**config.mk**
```make
export PLATFORM = sky130hd
export DESIGN_NAME = stc_param
export DESIGN_NICKNAME = d
export VERILOG_FILES = /design/src/rtl/stc_pkg.sv /design/src/rtl/stc_gain_seq.sv /design/src/rtl/stc_param.sv
export SDC_FILE = /design/constraint.sdc
export NUM_CORES = 1
export LEC_CHECK = 0
export ABC_AREA = 1
export CORE_UTILIZATION = 50
export DETAILED_ROUTE_END_ITERATION = 12
export DONT_BUFFER_PORTS = 1
export PLACE_DENSITY = 0.75
export SYNTH_ARGS = -nofsm -noshare
export SYNTH_HDL_FRONTEND = slang
export SYNTH_SLANG_ARGS = --single-unit
```
**constraint.sdc**
```tcl
create_clock -name clk -period 15.5 [get_ports clk]
set_input_delay 3.1 -clock clk [delete_from_list [all_inputs] [get_ports clk]]
set_output_delay 3.1 -clock clk [all_outputs]
set_load 0.02 [all_outputs]
```
**src/rtl/stc_pkg.sv**
```systemverilog
// stc_pkg -- shared definitions for the sensitivity-time-control (STC) block.
//
// Contents:
//   stcState_t    sequencer state encoding (IDLE, RAMP, HOLD)
//   STC_STEPS     gain steps per attenuation level (2 with half-steps, else 1)
//   stcRampSteps  total gain steps in one ramp for a given initial attenuation
//
// Build option: define STC_INTERP_EN to enable the 1.5x half-step between
// successive power-of-two attenuation levels.
package stc_pkg;

    typedef enum logic [1:0] {
        STC_IDLE,
        STC_RAMP,
        STC_HOLD
    } stcState_t;

`ifdef STC_INTERP_EN
    localparam int unsigned STC_STEPS = 2;
`else
    localparam int unsigned STC_STEPS = 1;
`endif

    function automatic int unsigned stcRampSteps(input int unsigned attMax);
        return attMax * STC_STEPS;
    endfunction

endpackage

```
**src/rtl/stc_gain_seq.sv**
```systemverilog
// stc_gain_seq -- gain schedule sequencer for the STC block.
//
// After a trigger the attenuation starts at 2^-ATT_MAX and is relaxed one
// step every 2^STEP_LOG2 valid samples until unity gain is reached (HOLD).
// gainMask bit i set means the datapath adds (sample >> i).
//
// Parameters:
//   DW         sample width (mask width)
//   ATT_MAX    initial attenuation shift, 1..DW-2
//   STEP_LOG2  log2 of valid samples per gain step
// Ports:
//   clk        clock, rising edge
//   rst_n      asynchronous active-low reset
//   trig       restart the ramp (wins over a coincident step)
//   vid_valid  a sample is accepted this cycle; only these advance the ramp
//   gainMask   registered gain mask applied to the sample of this cycle
//   stc_busy   high while in RAMP
//
// Build option: STC_INTERP_EN adds the half-step (mask bits s and s+1).
module stc_gain_seq
    import stc_pkg::*;
#(
    parameter int unsigned DW        = 12,
    parameter int unsigned ATT_MAX   = 10,
    parameter int unsigned STEP_LOG2 = 4
) (
    input  logic          clk,
    input  logic          rst_n,
    input  logic          trig,
    input  logic          vid_valid,
    output logic [DW-1:0] gainMask,
    output logic          stc_busy
);

    localparam int unsigned SW = $clog2(DW);
    localparam logic [SW-1:0] S_INIT = SW'(ATT_MAX);

    stcState_t            state, nState;
    logic [SW-1:0]        s, nS;
    logic [STEP_LOG2-1:0] cnt, nCnt;
    logic [DW-1:0]        nMask;
`ifdef STC_INTERP_EN
    logic                 half, nHalf;
`endif

    always_comb begin
        nState = state;
        nS     = s;
        nCnt   = cnt;
`ifdef STC_INTERP_EN
        nHalf  = half;
`endif
        if (trig) begin
            nState = STC_RAMP;
            nS     = S_INIT;
            nCnt   = '0;
`ifdef STC_INTERP_EN
            nHalf  = 1'b0;
`endif
        end else if (state == STC_RAMP && vid_valid) begin
            nCnt = cnt + STEP_LOG2'(1);
            if (cnt == '1) begin
`ifdef STC_INTERP_EN
                if (!half) begin
                    nHalf = 1'b1;
                end else begin
                    nHalf = 1'b0;
                    nS    = s - SW'(1);
                    if (s == SW'(1)) nState = STC_HOLD;
                end
`else
                nS = s - SW'(1);
                if (s == SW'(1)) nState = STC_HOLD;
`endif
            end
        end

        // Mask is built from the next state so it can be registered with it.
        nMask = '0;
        if (nState == STC_RAMP) begin
            nMask[nS] = 1'b1;
`ifdef STC_INTERP_EN
            if (nHalf) nMask[nS + SW'(1)] = 1'b1;
`endif
        end else begin
            nMask[0] = 1'b1;
        end
    end

    always_ff @(posedge clk or negedge rst_n) begin
        if (!rst_n) begin
            state    <= STC_IDLE;
            s        <= S_INIT;
            cnt      <= '0;
`ifdef STC_INTERP_EN
            half     <= 1'b0;
`endif
            gainMask <= DW'(1);
            stc_busy <= 1'b0;
        end else begin
            state    <= nState;
            s        <= nS;
            cnt      <= nCnt;
`ifdef STC_INTERP_EN
            half     <= nHalf;
`endif
            gainMask <= nMask;
            stc_busy <= (nState == STC_RAMP);
        end
    end

endmodule

```
**src/rtl/stc_param.sv**
```systemverilog
// stc_param -- sensitivity-time-control attenuator for NCH video channels.
//
// A shared gain schedule (stc_gain_seq) attenuates every channel; each
// channel output is the sum of (vid_in >> i) over the set mask bits, with
// per-term truncation. Two-cycle latency, no backpressure.
//
// Parameters: DW (sample width), NCH (channels), ATT_MAX (initial shift,
//   1..DW-2), STEP_LOG2 (log2 valid samples per gain step).
// Ports:
//   clk, rst_n      clock (rising edge), asynchronous active-low reset
//   trig            restart the attenuation ramp
//   vid_valid       vid_in holds a sample this cycle
//   vid_in          packed samples, channel c at [c*DW +: DW]
//   vid_out_valid   vid_out holds a processed sample (vid_valid delayed 2)
//   vid_out         attenuated samples, same packing; holds when not valid
//   stc_busy        high while the ramp is running
//
// Build option: STC_INTERP_EN enables the 1.5x half-steps.
module stc_param
    import stc_pkg::*;
#(
    parameter int unsigned DW        = 12,
    parameter int unsigned NCH       = 1,
    parameter int unsigned ATT_MAX   = 10,
    parameter int unsigned STEP_LOG2 = 4
) (
    input  logic              clk,
    input  logic              rst_n,
    input  logic              trig,
    input  logic              vid_valid,
    input  logic [NCH*DW-1:0] vid_in,
    output logic              vid_out_valid,
    output logic [NCH*DW-1:0] vid_out,
    output logic              stc_busy
);

    logic [DW-1:0] gainMask;
    logic [DW-1:0] maskQ;
    logic          validQ;

    stc_gain_seq #(
        .DW        (DW),
        .ATT_MAX   (ATT_MAX),
        .STEP_LOG2 (STEP_LOG2)
    ) uSeq (
        .clk       (clk),
        .rst_n     (rst_n),
        .trig      (trig),
        .vid_valid (vid_valid),
        .gainMask  (gainMask),
        .stc_busy  (stc_busy)
    );

    always_ff @(posedge clk or negedge rst_n) begin
        if (!rst_n) begin
            validQ        <= 1'b0;
            vid_out_valid <= 1'b0;
            maskQ         <= DW'(1);
        end else begin
            validQ        <= vid_valid;
            vid_out_valid <= validQ;
            maskQ         <= gainMask;
        end
    end

    for (genvar c = 0; c < NCH; c++) begin : gCh
        logic [DW-1:0] termQ [DW];
        logic [DW-1:0] sum;
        logic [DW-1:0] outQ;

        always_ff @(posedge clk) begin
            for (int unsigned i = 0; i < DW; i++) begin
                termQ[i] <= vid_in[c*DW +: DW] >> i;
            end
        end

        // Total gain never exceeds 1, so a DW-bit accumulator cannot overflow.
        always_comb begin
            sum = '0;
            for (int unsigned i = 0; i < DW; i++) begin
                if (maskQ[i]) sum = sum + termQ[i];
            end
        end

        always_ff @(posedge clk or negedge rst_n) begin
            if (!rst_n) begin
                outQ <= '0;
            end else if (validQ) begin
                outQ <= sum;
            end
        end

        assign vid_out[c*DW +: DW] = outQ;
    end

endmodule
```
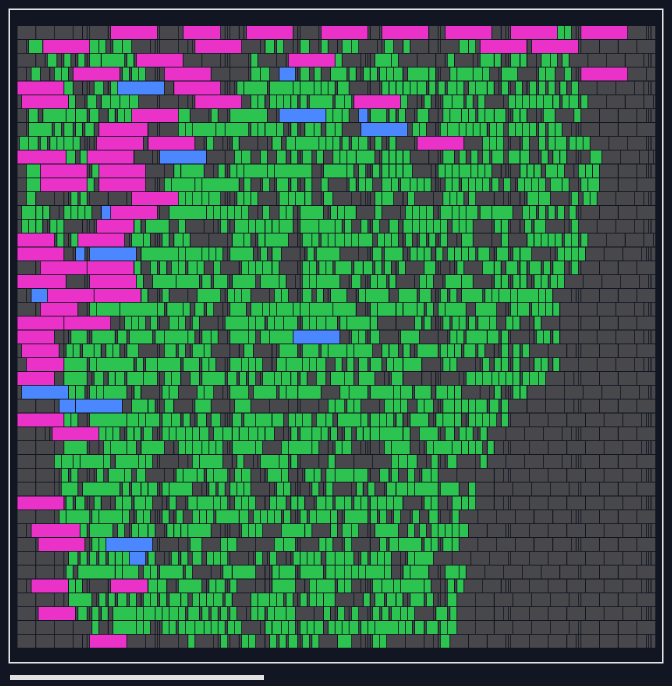
Figure 1: run 1, cells coloured by class.
Scale bar: 50 µm. Fill, decap, tap and diode cells in grey.
colour	class	cells
green	remaining logic cells	1,260
blue	clock drivers and dummy loads	16
magenta	registers	61
flop share of the area: 17.44%
Core Util, Final: 54.89%
FP Rows: 45
Finished Cell Area: 8437 µm²

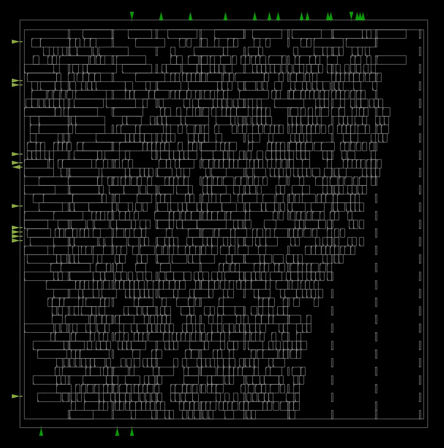
Figure 2: run 1, cell outlines without signal wires.
Layout fillers: 1,522
Flops: 61

==> results.py, run 1 <==
# Generated from Yosys and OpenROAD reports
metrics = {
    "routing": {
        "first_iter_violations": 471,
        "post_drt_wl_per_cell_um": 11.12,
        "routed_wl_um": 17220,
        "postRouteAntennaNets": 0,
    },
    "clocking": {
        "htree_levels": 3,
        "cts_resized": 0,
        "numCtsBuffers": 9,
    },
    "timing": {
        "hold_viol": 0,
        "rsz0062_at_grt": "no",
        "worst_pin_slew_ns": 0.7199,
        "tns_ns": 0,
    },
    "critical_path": {
        "slowest_stage": "dfstp_2",
        "end_kind": "flip-flop",
        "startpoint": "maskQ[0]",
        "worstSetupStartpointType": "flip-flop",
        "critical-path-top-delay-family": "adder cells",
        "slowest_delay_ns": 0.65,
        "r2r_slack_ns": 5.96,
        "cp.depth": 54,
        "cpMostUsedCell": "nand2_1",
        "path_max_fanout": 12,
        "crit_type": "flip-flop to flip-flop",
    },
    "cells_and_area": {
        "dominant_cells": "multi-input combinational cells",
        "comb_area_share_pct": 66.25,
        "final-comb-area_um2": 5589,
        "buf_share_pct": 0,
        "drive_gt1_share_pct": 10.25,
        "regArea_um2": 1471,
        "area_delta_synth_final_pct": 5.939,
        "buffers": 0,
        "insertedDiodeCount": 0,
    },
    "synthesis": {
        "synthCells": 1334,
        "synthTopCellsByCount": "nand2_1 (459), inv_1 (201), nor2_1 (128), nand3_1 (112), ha_1 (71)",
        "async_flop_share_pct": 80.33,
        "synth_cell_type_count": 39,
        "synth-edff-count": 0,
        "top_cell": "nand2_1",
    },
    "floorplanning": {
        "dieWidth_um": 128.2,
        "chip_area_um2": 16440,
    },
    "power": {
        "powerClk_uw": 185,
        "power.share.combinational_pct": 7.7,
        "powerDensity_nw_per_um2": 45.34,
    },
    "worst_hold_path": {
        "worstHoldPathCells": 0,
        "worstHoldStart": "uSeq.gainMask[3]",
    },
    "place": {
        "preCtsSetupSlack_ns": 5.963,
        "gp_congestion": 0.9167,
        "dp.cells": 1532,
    },
    "global_route": {
        "grt_overflow": 0,
    },
    "status": {
        "status": "finished clean",
    },
}
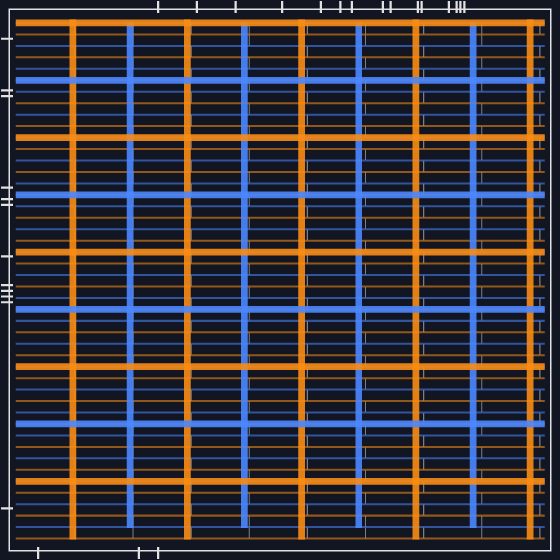
Figure 3: run 1, supply network.
Pins as bars on the die edge. Tap cells in grey.
colour	net
blue	VDD
orange	VSS
met4 straps	9
rows	45
signal pins	30
met5 straps	9
tap cells	211
Die Y-Extent: 128.2 µm
Core ar.: 15,370 µm²
maximum vdd drop: 0.07891 mV

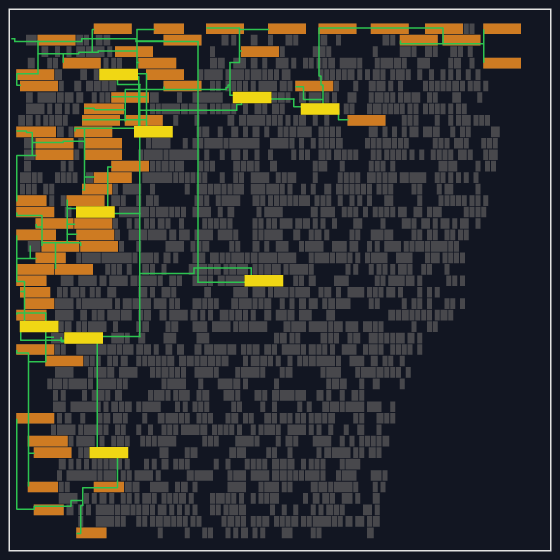
Figure 4: run 1, clock distribution.
[yellow] clock-net drivers | count: 9
[orange] flip-flops | count: 61
[green] clock wires | length: 962 µm
flops lie	widely spread

run 1: kinds of logic after synthesis:
family	share of synthesized area, %
flip-flops	18.48
buffers and inverters	11.34
AND/OR/NAND/NOR	46.74
AND-OR/OR-AND	7.243
adder cells (fa/ha/maj)	13.67
XOR/XNOR	2.529
run 1: per-stage QoR:
| step | util, % | instance area (µm²) |
|---|---|---|
| final | 54.89 | 8437 |
| after global routing | 54.89 | 8437 |
| after CTS | 54.89 | 8437 |
| after detailed placement | 53.10 | 8162 |
| after global placement | 53.10 | 8162 |
| after floorplan | - | 7964 |
run 1: per-layer routing:
layer | global-route usage [%] | share of wire, % | routed length, µm
met5 | 0 | 0 | 0
met4 | 4.567 | 0.84 | 144
met3 | 4.007 | 4.8 | 820
met2 | 35.04 | 42 | 7279
met1 | 32.27 | 52 | 8970
==> run 2, diff against run 1 <==
- PLACE_DENSITY: 0.75 -> 0.78
- clock period: 15.5 -> 8.55 ns (I/O delays scaled with it)
==> results.py, run 2 <==
# Generated from Yosys and OpenROAD reports
metrics = {
    "floorplanning": {
        "die_h_um": 128.2,
        "core_um2": 15370,
        "chip_area_um2": 16440,
        "fp-row-count": 45,
        "dieWidth_um": 128.2,
    },
    "critical_path": {
        "cp.depth": 53,
        "slowest_stage": "dfstp_2",
        "critical_path_buf_inv_count": 9,
        "path_max_fanout": 3,
        "crit_type": "flip-flop to flip-flop",
        "worstSetupStartpointType": "flip-flop",
        "rr_worst_depth": 53,
        "crit_required_ns": 8.84,
        "slowest_delay_ns": 0.53,
        "crit_end": "vid_out[11]",
        "cpMostUsedCell": "nand2_2",
        "startpoint": "maskQ[0]",
        "end_kind": "flip-flop",
        "r2r_slack_ns": -0.32,
        "critical-path-top-delay-family": "adder cells",
    },
    "cells_and_area": {
        "regArea_um2": 1471,
        "final-comb-area_um2": 6020,
        "final_cell_area_um2": 9374,
        "drive_gt1_share_pct": 21.44,
        "insertedDiodeCount": 0,
        "seq_share_pct": 15.70,
        "comb_area_share_pct": 64.22,
        "final_cell_mix": "nand2_1 (428), inv_1 (183), nor2_1 (109)",
        "buffers": 67,
        "clkbuf_count": 9,
        "dominant_cells": "multi-input combinational cells",
        "buf_share_pct": 5.406,
        "num-fill-cells": 1368,
        "area_delta_synth_final_pct": 17.71,
        "flops": 61,
    },
    "timing": {
        "rsz0062_at_grt": "yes",
        "hold_viol": 0,
        "setup_violations": 7,
        "slew_headroom_pct": 43.25,
        "fin_ws_ns": -0.3241,
        "holdWs_ns": 0.3440,
        "worst_pin_slew_ns": 0.8501,
        "fmax_ghz": 0.1127,
    },
    "worst_hold_path": {
        "min_to": "maskQ[7]",
        "worstHoldPathCells": 0,
        "worstHoldStart": "uSeq.gainMask[7]",
    },
    "synthesis": {
        "ys_sh_aoi_pct": 7.243,
        "synth_cell_type_count": 39,
        "xor_area_share_pct": 2.529,
        "top_cell": "nand2_1",
        "ys_top_logic_family": "simple AND/OR/NAND/NOR gates",
        "synthTopCellsByCount": "nand2_1 (459), inv_1 (201), nor2_1 (128), nand3_1 (112), ha_1 (71)",
        "async_flop_share_pct": 80.33,
        "ys_ff": 61,
        "synth-edff-count": 0,
        "yosys-mux-area-fraction_pct": 0,
        "synthCells": 1334,
        "ys_sh_simple_pct": 46.74,
        "ys_sh_adder_pct": 13.67,
    },
    "power": {
        "power.share.combinational_pct": 8.2,
        "powerClk_uw": 338,
        "maxPowerGroup": "the clock network",
        "peakVddDrop_mv": 0.2090,
        "p_seq_share_pct": 43.7,
        "powerDensity_nw_per_um2": 74.91,
    },
    "status": {
        "violations": "negative setup slack",
        "status": "finished with violations",
    },
    "place": {
        "gp_congestion": 0.9314,
        "dpl-instance-area_um2": 8553,
        "preCtsSetupSlack_ns": -0.2423,
    },
    "routing": {
        "postRouteAntennaNets": 0,
        "routed_wl_um": 18780,
        "drc": 0,
        "post_drt_wl_per_cell_um": 11.63,
        "first_iter_violations": 433,
        "num_vias": 8111,
    },
    "global_route": {
        "grt_pass1_vias": 7575,
        "grt_overflow": 0,
    },
    "clocking": {
        "numCtsBuffers": 9,
        "cts.clk_slew.worst_paths_ns": 0.06,
        "htree_levels": 3,
    },
    "job": {
        "warning_count": 30,
    },
}
[run 2: per-stage QoR]
step | TNS, ns | utilization (%) | std cells | total power, mW
detailed placement | -1.084 | 55.65 | 1571 | 0.3661
CTS | -0.4459 | 58.89 | 1603 | 0.7070
global route | -5.125 | 60.98 | 1615 | 0.7262
floorplan | 0 | - | 1334 | 0.3519
finish | -1.695 | 60.98 | 1615 | 0.7022
global placement | -0.01903 | 55.65 | 1571 | 0.3643
[run 2: timing repair]
action	CTS	global route
gates resized	27	69
setup buffers	16	12
pin swaps	26	28
setup endpoints to repair	6	9
hold buffers	0	0
gates cloned	0	0
[run 2: metal layers]
metal,vias up,wire (µm),track usage (%)
li1,4323,-,-
met5,-,0,0
met4,0,240,6.090
met2,170,8458,39.11
met1,3597,9242,32.54
met3,21,834,3.130
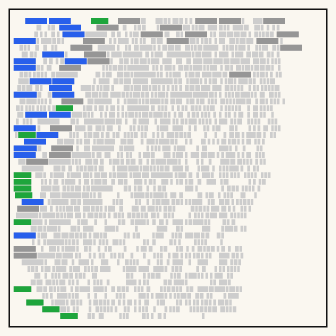
Figure 5: run 2, flops by top-level scope.
Other sequential cells in the stronger grey, the rest of the logic in the fainter grey.
colour	scope	placed flops
blue	uSeq	23
green	gCh[0]	12

Power is estimated from default activity; no workload was simulated.
